## config.mk

```make
export PLATFORM = sky130hd
export DESIGN_NAME = svi_array_arbiter
export DESIGN_NICKNAME = d
export VERILOG_FILES = /design/src/rtl/svi_array_arbiter.sv
export SDC_FILE = /design/constraint.sdc
export NUM_CORES = 1
export LEC_CHECK = 0
export CORE_UTILIZATION = 34
export DETAILED_ROUTE_END_ITERATION = 8
export PLACE_DENSITY = 0.69
export RECOVER_POWER = 50
export SETUP_SLACK_MARGIN = 0.15
export SYNTH_ARGS = -nofsm -noshare
export SYNTH_HDL_FRONTEND = slang
export SYNTH_SLANG_ARGS = --single-unit
```

## constraint.sdc

```tcl
create_clock -name i_clk -period 2.93 [get_ports i_clk]
set_input_delay 0.586 -clock i_clk [delete_from_list [all_inputs] [get_ports i_clk]]
set_output_delay 0.586 -clock i_clk [all_outputs]
set_load 0.1 [all_outputs]
```

## src/rtl/svi_array_arbiter.sv

```systemverilog
// svi_array_arbiter
// Round-robin arbiter sharing one registered output channel among N_REQ requesters.
// A grant won in arbitration is locked to its owner until the beat flagged last,
// so multi-beat bursts are never interleaved. The winning beat is registered onto
// the shared channel and the output register reloads in the same cycle its
// current beat is consumed, giving one beat per cycle.
//
// Ports:
//   i_clk        rising-edge clock
//   i_rst_n      asynchronous active-low reset
//   i_req_valid  per-requester beat valid
//   i_req_data   requester k data on [k*DW +: DW]
//   i_req_last   per-requester last-beat-of-burst flag
//   o_req_ready  per-requester accept, at most one bit high
//   o_valid      shared channel beat valid
//   o_data       shared channel data
//   o_last       shared channel last flag
//   o_gnt_id     index of the requester that sourced the current beat
//   i_ready      downstream accept
module svi_array_arbiter #(
   parameter int unsigned  N_REQ = 4,
   parameter int unsigned  DW    = 8,
   localparam int unsigned IW    = (N_REQ > 1) ? $clog2(N_REQ) : 1
) (
   input  logic                i_clk,
   input  logic                i_rst_n,
   input  logic [N_REQ-1:0]    i_req_valid,
   input  logic [N_REQ*DW-1:0] i_req_data,
   input  logic [N_REQ-1:0]    i_req_last,
   output logic [N_REQ-1:0]    o_req_ready,
   output logic                o_valid,
   output logic [DW-1:0]       o_data,
   output logic                o_last,
   output logic [IW-1:0]       o_gnt_id,
   input  logic                i_ready
);

   typedef enum logic [0:0] {StArb, StLock} state_e;

   state_e        state_q, state_d;
   logic [IW-1:0] ptr_q, ptr_d;
   logic [IW-1:0] owner_q, owner_d;
   logic          o_valid_q, o_valid_d;
   logic [DW-1:0] o_data_q, o_data_d;
   logic          o_last_q, o_last_d;
   logic [IW-1:0] o_gnt_id_q, o_gnt_id_d;

   logic          hi_found, lo_found, lock_valid;
   logic [IW-1:0] hi_idx, lo_idx;
   logic          cand_found;
   logic [IW-1:0] cand_idx;
   logic [DW-1:0] cand_data;
   logic          cand_last;
   logic          load_en;

   // Cyclic search from ptr: the first valid at or above ptr wins, otherwise
   // the lowest valid index overall (the wrapped part of the search).
   always_comb begin
      hi_found   = 1'b0;
      lo_found   = 1'b0;
      hi_idx     = '0;
      lo_idx     = '0;
      lock_valid = 1'b0;
      for (int i = 0; i < int'(N_REQ); i++) begin
         if (i_req_valid[i]) begin
            if (!lo_found) begin
               lo_found = 1'b1;
               lo_idx   = IW'(i);
            end
            if (!hi_found && (IW'(i) >= ptr_q)) begin
               hi_found = 1'b1;
               hi_idx   = IW'(i);
            end
         end
         if (IW'(i) == owner_q) begin
            lock_valid = i_req_valid[i];
         end
      end
   end

   always_comb begin
      if (state_q == StLock) begin
         cand_found = lock_valid;
         cand_idx   = owner_q;
      end else begin
         cand_found = hi_found | lo_found;
         cand_idx   = hi_found ? hi_idx : lo_idx;
      end
   end

   always_comb begin
      cand_data = '0;
      cand_last = 1'b0;
      for (int i = 0; i < int'(N_REQ); i++) begin
         if (IW'(i) == cand_idx) begin
            cand_data = i_req_data[i*DW +: DW];
            cand_last = i_req_last[i];
         end
      end
   end

   assign load_en = cand_found && (!o_valid_q || i_ready);

   // FSM state register
   always_ff @(posedge i_clk or negedge i_rst_n) begin
      if (!i_rst_n) begin
         state_q <= StArb;
      end else begin
         state_q <= state_d;
      end
   end

   // FSM next state
   always_comb begin
      state_d = state_q;
      unique case (state_q)
         StArb: begin
            if (load_en && !cand_last) begin
               state_d = StLock;
            end
         end
         StLock: begin
            if (load_en && cand_last) begin
               state_d = StArb;
            end
         end
         default: state_d = StArb;
      endcase
   end

   // FSM outputs: ready is gated by reset so nothing is accepted while held.
   always_comb begin
      o_req_ready = '0;
      for (int i = 0; i < int'(N_REQ); i++) begin
         o_req_ready[i] = i_rst_n && load_en && (cand_idx == IW'(i));
      end
   end

   // Datapath next state
   always_comb begin
      ptr_d      = ptr_q;
      owner_d    = owner_q;
      o_valid_d  = o_valid_q;
      o_data_d   = o_data_q;
      o_last_d   = o_last_q;
      o_gnt_id_d = o_gnt_id_q;
      if (load_en) begin
         o_valid_d  = 1'b1;
         o_data_d   = cand_data;
         o_last_d   = cand_last;
         o_gnt_id_d = cand_idx;
         if (state_q == StArb) begin
            ptr_d = (cand_idx == IW'(N_REQ - 1)) ? '0 : cand_idx + IW'(1);
            if (!cand_last) begin
               owner_d = cand_idx;
            end
         end
      end else if (i_ready) begin
         o_valid_d = 1'b0;
      end
   end

   always_ff @(posedge i_clk or negedge i_rst_n) begin
      if (!i_rst_n) begin
         ptr_q      <= '0;
         owner_q    <= '0;
         o_valid_q  <= 1'b0;
         o_data_q   <= '0;
         o_last_q   <= 1'b0;
         o_gnt_id_q <= '0;
      end else begin
         ptr_q      <= ptr_d;
         owner_q    <= owner_d;
         o_valid_q  <= o_valid_d;
         o_data_q   <= o_data_d;
         o_last_q   <= o_last_d;
         o_gnt_id_q <= o_gnt_id_d;
      end
   end

   assign o_valid  = o_valid_q;
   assign o_data   = o_data_q;
   assign o_last   = o_last_q;
   assign o_gnt_id = o_gnt_id_q;

endmodule

```

Run 1, logic cells by family:
Scale: 4 px per µm.
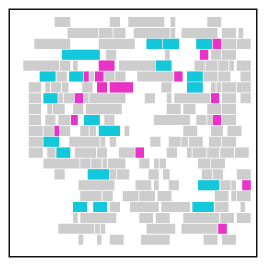
colour	family	cells
magenta	nor cells	16
cyan	mux cells	19

Run 1, zoomed window:
Region (34, 34) to (59, 59) µm. Cells in grey, sequential cells in the stronger grey; small squares are vias.
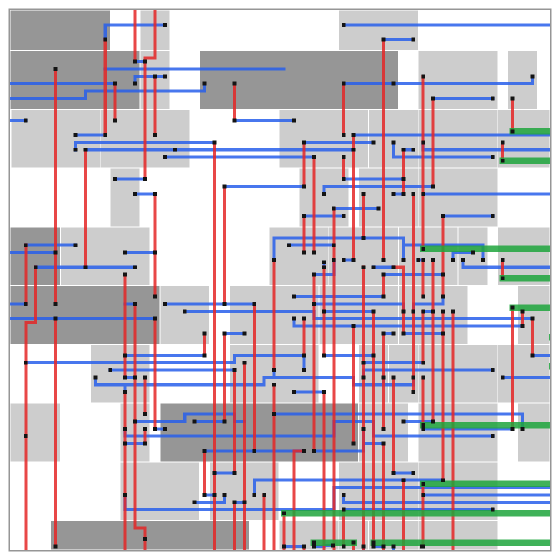
colour	layer
blue	M1
red	M2
green	M3
netlist names of flops here include	o_data (6)
most frequent	clkdlybuf4s50_1 (14), mux2_2 (6), dfrtp_1 (6)
cells with their middle in the window	51
sequential cells in the window	6

Run 1, the metal 1 layer:
Scale: 4 px per µm.
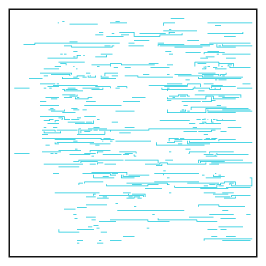
share of all routed wire	42%
nets with wire on the layer	205
longest straight run	21.2 µm
wire length on this layer	1,490 µm
main direction	horizontal

Run 1, routing congestion:
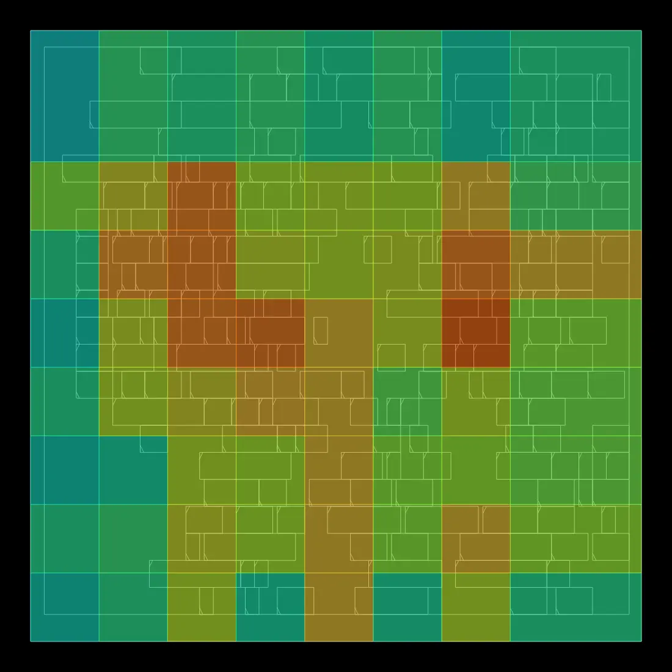
fraction of the core area covered by cells at the end of the flow: 60.2%
DR WL/cell: 14.6 µm
total global-route track usage: 18.5%

[run 1: per-stage QoR]
step,setup slack (ns),utilization (%),TNS (ns)
global placement,-0.176,58.0,-1.14
detailed placement,-0.228,58.0,-2.10
finish,0.223,60.2,0
CTS,0.187,61.0,0
global route,0.123,60.2,0
floorplan,0.0868,-,0
[run 1: registers in the layout, indices dropped and copies added (netlist names)]
| name | flops |
|---|---|
| state_q | 1 |
| o_last | 1 |
| owner_q | 2 |
| o_data | 8 |
| o_valid | 1 |
| ptr_q | 2 |
| o_gnt_id | 2 |
[run 1: kinds of logic after synthesis]
logic type / after synthesis
buffers and inverters: 16
multiplexers: 19
flip-flops: 17
AND/OR/NAND/NOR: 37
AND-OR/OR-AND: 28
adder cells (fa/ha/maj): 4
[run 1: timing repair]
action                                  in CTS  in global routing
resized                                     18                  1
gates cloned                                 0                  0
pin swaps                                    5                  1
endpoints found under the setup margin       9                  3
buffers inserted                             2                  1
[run 1: how the worst min path moves through the flow]
stage / start / end / cells past startpoint
final: o_data[7]$_DFFE_PN0P_ / o_data[7]$_DFFE_PN0P_ / 1
after detailed placement: o_data[4]$_DFFE_PN0P_ / o_data[4]$_DFFE_PN0P_ / 1
after floorplan: i_rst_n / o_data[0]$_DFFE_PN0P_ / 0
after global routing: o_gnt_id[1]$_DFFE_PN0P_ / o_gnt_id[1]$_DFFE_PN0P_ / 1
after CTS: o_data[4]$_DFFE_PN0P_ / o_data[4]$_DFFE_PN0P_ / 1
after global placement: o_data[6]$_DFFE_PN0P_ / o_data[6]$_DFFE_PN0P_ / 1
[run 1: layer usage]
metal / track usage [%] / part of all wire (%) / up-vias / wire length (µm)
met5: 0 / 0 / - / 0
met4: 6.67 / 0.80 / 0 / 28
met3: 2.52 / 7.5 / 4 / 265
met2: 35.8 / 49 / 54 / 1740
met1: 20.4 / 42 / 565 / 1490
li1: - / - / 589 / -
[run 1: worst max-delay path, delay by kind of cell]
kind	cells	cell delay [ns]
and+or+nand+nor	1	0.21
adders and majority gates	1	0.25
buffers and inverters	5	0.82
AOI/OAI and AO/OA	2	0.26
[run 1: synth_stat cells (all sizes together) (2+ instances only)]
cell    number
o31ai        8
dfrtp       17
inv          8
o21ai        2
and3         4
a221oi       7
a21oi        5
mux2        13
ha           4
buf          2
clkbuf       6
nor2b        8
mux2i        5
o211ai       2
nand2       11
nor3         2
nor2         5
[run 1: where the power goes]
part,leakage (nW),internal [mW],switching (mW),total (mW)
logic,0.633,0.758,1.22,1.97
clock network,0.0177,0.0509,0.0784,0.129
registers,0.205,0.350,0.0885,0.439
total,0.856,1.16,1.38,2.54
[run 1: layout make-up]
cell class                      instances  area share [%]
Inverter                                8            1.48
Sequential cell                        17            21.0
Tap cell                               46            2.84
Clock inverter                          1           0.247
Multi-Input combinational cell         88            38.8
Clock buffer                            3            1.11
Timing Repair Buffer                   78            34.5
==> results.txt, run 1 <==
The synthesis and PnR run went through. The synthesized design contains 0 enable-type register cells. The report lists the power per cell area as roughly 1300 mW/mm². Ranking logic cells in the layout by count gives the top entries sky130_fd_sc_hd__clkdlybuf4s50_1 (37), sky130_fd_sc_hd__buf_4 (22), sky130_fd_sc_hd__dfrtp_1 (17).

After synthesis, the cell types taking the most area are sky130_fd_sc_hd__dfrtp_1 (35%), sky130_fd_sc_hd__mux2_2 (8.4%), sky130_fd_sc_hd__a221oi_1 (5.1%). Mux cell area share after synthesis landed at roughly a fifth. Per the timing report, the most critical flop-to-flop path originates at state_q$_DFF_PN0_. Final hold slack landed at 0.515 ns.

Actual slew at the worst max-slew pin landed at 1.17 ns. The critical path's slowest stage uses the library cell sky130_fd_sc_hd__dlygate4sd2_1. Total core area landed at around 0.0034 mm². The initial antenna violation count came to 0.

Area fraction in full adders, half adders and majority gates landed at about 4.2%. In this run, the synthesized area fraction spent on xor and xnor cells is recorded as 0%. The first global-routing pass estimated ~5000 µm of wire. Cell leakage power landed at 0.856 nW. Number of global-route vias before repair landed at 1,171. The share of the core area taken by cells at floorplan is approximately 36%. The worst hold path belongs to the class reg2reg. Summing internal, switching and leakage power gives 2.54 mW. Count of warning messages emitted by the tools landed at 31. Maximum vdd ir drop landed at 0.000552 V. Per the layout area report, the combinational gate area comes to 786 µm².

Among the non-sequential cells, multiplexers take the most area. Per STA, the worst path is made up of dlygate4sd2_1 -> inv_1 -> o211ai_1 -> buf_4 -> a31oi_4 -> inv_1 -> ha_2 -> and3_4 -> buf_12. Summed over all nets, the half-perimeter wirelength after detailed placement is 2680 µm. Worst-case headroom to the max-slew limit landed at 22.3%. Total die size landed at 0.00378 mm². TritonCTS built the clock tree. STA lists the endpoint of the worst register-to-register path as o_data[0]$_DFFE_PN0P_. Max-slew violation count landed at 0. In this run the cell area of the synthesized design comes to 0.00120 mm². Maximum root-to-sink buffer count landed at 2. Number of placed instances with taps included landed at 234. Detailed-route DRC error count landed at 0. Max-capacitance violation count landed at 0. The count of buffers added on input and output ports is slightly below 60. Once layout is done, the placed cells without fillers occupy 0.00202 mm².

Number of H-tree branching levels landed at 1. Counting the buffers created by CTS gives 3. For reference, the most critical setup path is categorized as in2out. Synthesis produced 121 cells.

STA lists the maximum fanout along the critical path as 5. The run finished with clean final reports.
Run 1, register map, names as in the netlist:
Scale: 8 px per µm. Other sequential cells in the stronger grey, the rest of the logic in the fainter grey.
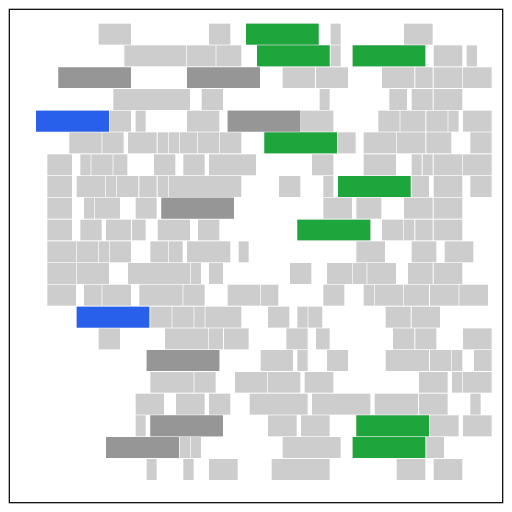

==> run 2: changes to the inputs <==
--- a/config.mk
+++ b/config.mk
@@ -7,9 +7,11 @@
 export LEC_CHECK = 0
 export CORE_UTILIZATION = 34
 export DETAILED_ROUTE_END_ITERATION = 8
+export GPL_TIMING_DRIVEN = 0
 export PLACE_DENSITY = 0.69
 export RECOVER_POWER = 50
 export SETUP_SLACK_MARGIN = 0.15
+export SLEW_MARGIN = 25
 export SYNTH_ARGS = -nofsm -noshare
 export SYNTH_HDL_FRONTEND = slang
 export SYNTH_SLANG_ARGS = --single-unit
Run 2, register map, names as in the netlist:
Scale: 8 px per µm. Other sequential cells in the stronger grey, the rest of the logic in the fainter grey.
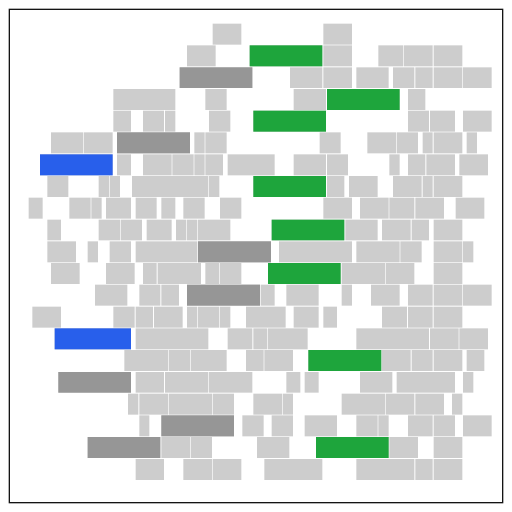
colour	signal	flops
blue	ptr_q	2
green	o_data	8
not coloured	7

==> results.txt, run 2 <==
The synthesis and PnR run went through. The detailed-route DRC error count is 0 (unchanged). Max-slew violation count landed at 0 (unchanged). In this run the critical path is formed by buf_4 -> o211ai_1 -> a21oi_2 -> o31ai_4 -> ha_2 -> buf_8 -> clkbuf_16 -> and3_4 -> buf_12. The slowest stage of the critical path belongs to the cell sky130_fd_sc_hd__o31ai_4. STA lists the endpoint of the worst register-to-register path as owner_q[1]$_DFFE_PN0P_.

Number of global-route vias before repair landed at 1,178 (+0.60%). The run finished with clean final reports. Cell leakage power landed at 0.883 nW (+3.1%). The synthesized netlist cell count came to 121 (unchanged). Number of placed instances with taps included landed at 225 (-3.8%). Per the timing report, the most critical flop-to-flop path originates at ptr_q[0]$_DFFE_PN0P_. The maximum vdd ir drop came to 0.000706 V (+28%). The main area contributors are sky130_fd_sc_hd__dfrtp_1 (35%), sky130_fd_sc_hd__mux2_2 (8.4%), sky130_fd_sc_hd__a221oi_1 (5.1%).

The maximum root-to-sink buffer count was 2 (unchanged). Total routing resource utilization after global routing landed at 19.3% (+0.73 points). Total die size landed at 0.00378 mm² (unchanged). The initial core utilization was 35.8% (unchanged). The number of H-tree branching levels came to 1 (unchanged). Top fanout value on the critical path landed at 5 (unchanged). The netlist area before placement came to 0.00120 mm² (unchanged). The flip-flop count of the largest register after layout was 8 (unchanged). Worst-case headroom to the max-slew limit landed at 30.1% (+7.8 points). Sorting the synthesized cells by how often they occur yields sky130_fd_sc_hd__dfrtp_1 (17), sky130_fd_sc_hd__nand2_1 (11), sky130_fd_sc_hd__mux2_2 (9). The half-perimeter wire length of the detailed placement result came to 2580 µm (-3.9%). CTS buffer count landed at 3 (unchanged).
Run 2, routing congestion:
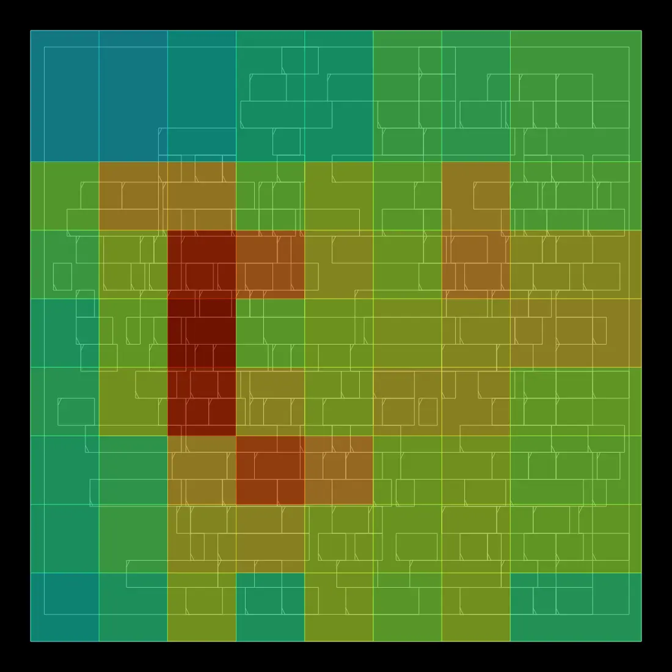
GRT met1 Usage: 21.8%
DR WL/cell: 14.7 µm
layer with the highest usage: met2
fraction of the core area covered by cells at the end of the flow: 62.4%

[run 2: cell types whose count changed in the layout (fill, tap and decap cells not counted), sizes merged, moves of 2 or more]
cell           delta
buf               -6
clkbuf            -2
clkdlybuf4s50     +8
dlygate4sd2       -4
dlygate4sd3       +3
[run 2: metrics by stage]
step | setup TNS [ns] | worst slack, ns | util, %
finish | 0 | 0.139 | 62.4
global route | 0 | 0.0493 | 62.4
CTS | 0 | 0.127 | 62.0
detailed placement | -10.29 | -1.64 | 55.2
global placement | -9.43 | -1.62 | 55.2
floorplan | 0 | 0.0868 | -
[run 2: per-layer routing]
layer / wire length (µm) / vias up / track usage, %
met4: 57 / 0 / 7.30
met3: 295 / 6 / 3.15
met1: 1510 / 547 / 21.8
li1: - / 585 / -
met5: 0 / - / 0
met2: 1670 / 57 / 35.9
[run 2: area by class of cell]
type,count,area [µm²]
Buffer,8,118
Clock buffer,4,26.3
Fill cell,285,1260
Inverter,8,30.0
Multi-Input combinational cell,88,766
Sequential cell,17,427
Tap cell,46,57.6
Timing Repair Buffer,69,676
[run 2: logic make-up after synthesis]
family | count (synthesis) | share of synthesized area, %
simple gates | 37 | 17.9
compound gates | 28 | 16.8
mux | 19 | 19.8
flops | 17 | 35.3
buf+inv | 16 | 6.03
fa+ha+maj | 4 | 4.16
[run 2: report_power, final]
group          total [mW]  internal [mW]  switching [mW]
Clock               0.131         0.0531          0.0776
Sequential          0.417          0.352          0.0653
Combinational        2.15          0.880            1.27
Total                2.70           1.28            1.41
[run 2: worst max path at each step]
| stage | start | to | slack (ns) | depth (start not counted) |
|---|---|---|---|---|
| final | i_req_valid[0] | o_req_ready[2] | 0.14 | 9 |
| after global routing | i_req_valid[2] | o_req_ready[1] | 0.05 | 7 |
| after CTS | ptr_q[1]$_DFFE_PN0P_ | o_req_ready[3] | 0.13 | 9 |
| after detailed placement | i_req_valid[1] | o_req_ready[2] | -1.64 | 9 |
| after global placement | i_req_valid[0] | o_req_ready[3] | -1.62 | 9 |
| after floorplan | i_req_valid[0] | o_req_ready[3] | 0.09 | 7 |
[run 2: repair_timing]
item,CTS,global route
buffers inserted,8,3
endpoints found under the hold margin,0,0
resized,69,11
endpoints found under the setup margin,16,5
pin swaps,10,7
No activity file was given, so power comes from the tool's default toggle rates.
